Design radix4_divider_16bit, sky130hd; sources not shown.
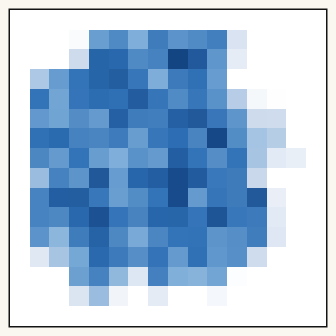
(cell density map)
The die is cut into 16 by 16 equal tiles; white is low, dark blue is high, 0 to 100% covered.
mean over tiles: 36%
tiles over 75% full: 12%
fullest tile: 92%
nearly empty tiles: 39%
densest ninth of the die: middle
emptiest ninth of the die: top right
Init Core Util: 40.5%
Finished Core Util: 49.5%
total core area: 19400 um2

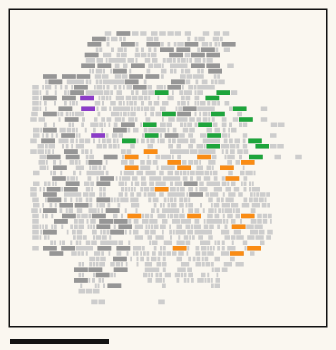
(where the registers sit)
Bar = 50 um. Other sequential cells in the stronger gray, the rest of the logic in the fainter gray.
legend:
  green:
    netlist_name: remainder
    sequential_cells: 16
  purple:
    netlist_name: state_q
    sequential_cells: 3
  orange:
    netlist_name: rem_q
    sequential_cells: 17
not colored: 88
Reg area: 2480 um2
Power Sequential: 1.20 mW
fraction of area in registers: 25.9%

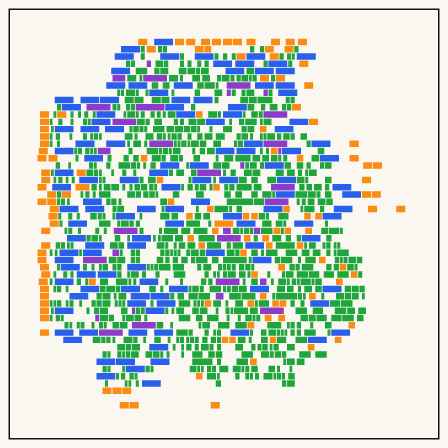
(placement by cell class)
legend:
  green:
    class: remaining logic cells
    cells: 795
  purple:
    class: clock drivers and dummy loads
    cells: 32
  orange:
    class: remaining buffers and delay cells
    cells: 124
  blue:
    class: sequential cells
    cells: 124
Final Instance Area: 9600 um2
Row Count: 51

==> reports/results.ini <==
[outcome]
status=finished clean

[clocking]
cts-root-buf=clkbuf_16
cts_buffers=17
cts_hold_buf=0
postCtsSetupBuffers=0
cts_tree=yes

[critical_path]
critPathMaxStageDelay_ps=400
critPathArrivalTime_ps=4960
critPathKind=reg -> reg
worst-path-max-fanout=7
worstPathRequired_ps=5230
cp_slowest_cell=ha_1
cp_cell_sequence=inv_1 > ha_1 > nand4_1 > a211oi_1 > o21ai_2 > a21oi_1 > nor2b_2 > inv_2 > mux2_2 > ha_1 > o21a_1 > o21a_1 > o22ai_1 > buf_4 > o31ai_2 > a21o_1 > a21oi_2 > nand3_4 > buf_4 > mux2_4 > a22oi_1 > nor2_1
critPathLaunchType=register
crit_cells=22
reg2reg_slack_ps=270

[layout]
layout_top_cells=nand2_1 (131), dfxtp_1 (124), a21oi_1 (111)
nFillCells=1901
diodes=0
signal_buffers=124
combGateArea_um2=4920
nonClkBufAreaFrac_pct=11.8
comb_area_share_pct=51.2
nets=1139
drive_gt1_share_pct=12.3
clk_share_pct=5.79
clkbuf_count=21

[hold_path]
min_delay_path_depth=2

[yosys]
synthFlopType=dfxtp_1
syn_inst=990
ys_types=72
top_logic_kind=AND-OR/OR-AND gates
synthArstFlopShare_pct=0
ys_top_cells_by_count=nand2_1 (131), dfxtp_1 (124), a21oi_1 (115), nor2_1 (71), o21ai_0 (53)
syn-num-nets=1067
synthSimpleGateAreaFrac_pct=17.6

[grt]
overflow=0
grt_use_met2_pct=26.4
grt_busiest_layer=met2

[drt]
routed.top_layer=met4
num_vias=7547
wl_met1_um=10400
ant_nets=0

[timing]
worst_pin_slew_ps=955
finalHoldViolCount=0

[placed_design]
place_congestion=0.984

[die]
n_tap_cell=265

[pwr]
p_leak_nw=3.74

==> stage by stage <==
stage | util, % | instance area [um2] | cells | power, mW | hold slack [ps]
final | 49.5 | 9600 | 1340 | 7.86 | 312
after floorplan | - | 7860 | 990 | 5.07 | 284
after CTS | 49.2 | 9550 | 1339 | 7.68 | 313
after global placement | 46.3 | 8970 | 1306 | 6.40 | 296
after detailed placement | 46.3 | 8990 | 1307 | 6.48 | 305
after global routing | 49.5 | 9600 | 1340 | 8.37 | 349
==> power by group <==
| group | switching [mW] | internal (mW) | total, mW |
|---|---|---|---|
| sequential | 0.124 | 1.08 | 1.20 |
| clock | 0.453 | 0.690 | 1.14 |
| combinational | 2.75 | 2.76 | 5.51 |
No activity file was given, so power comes from the tool's default toggle rates.
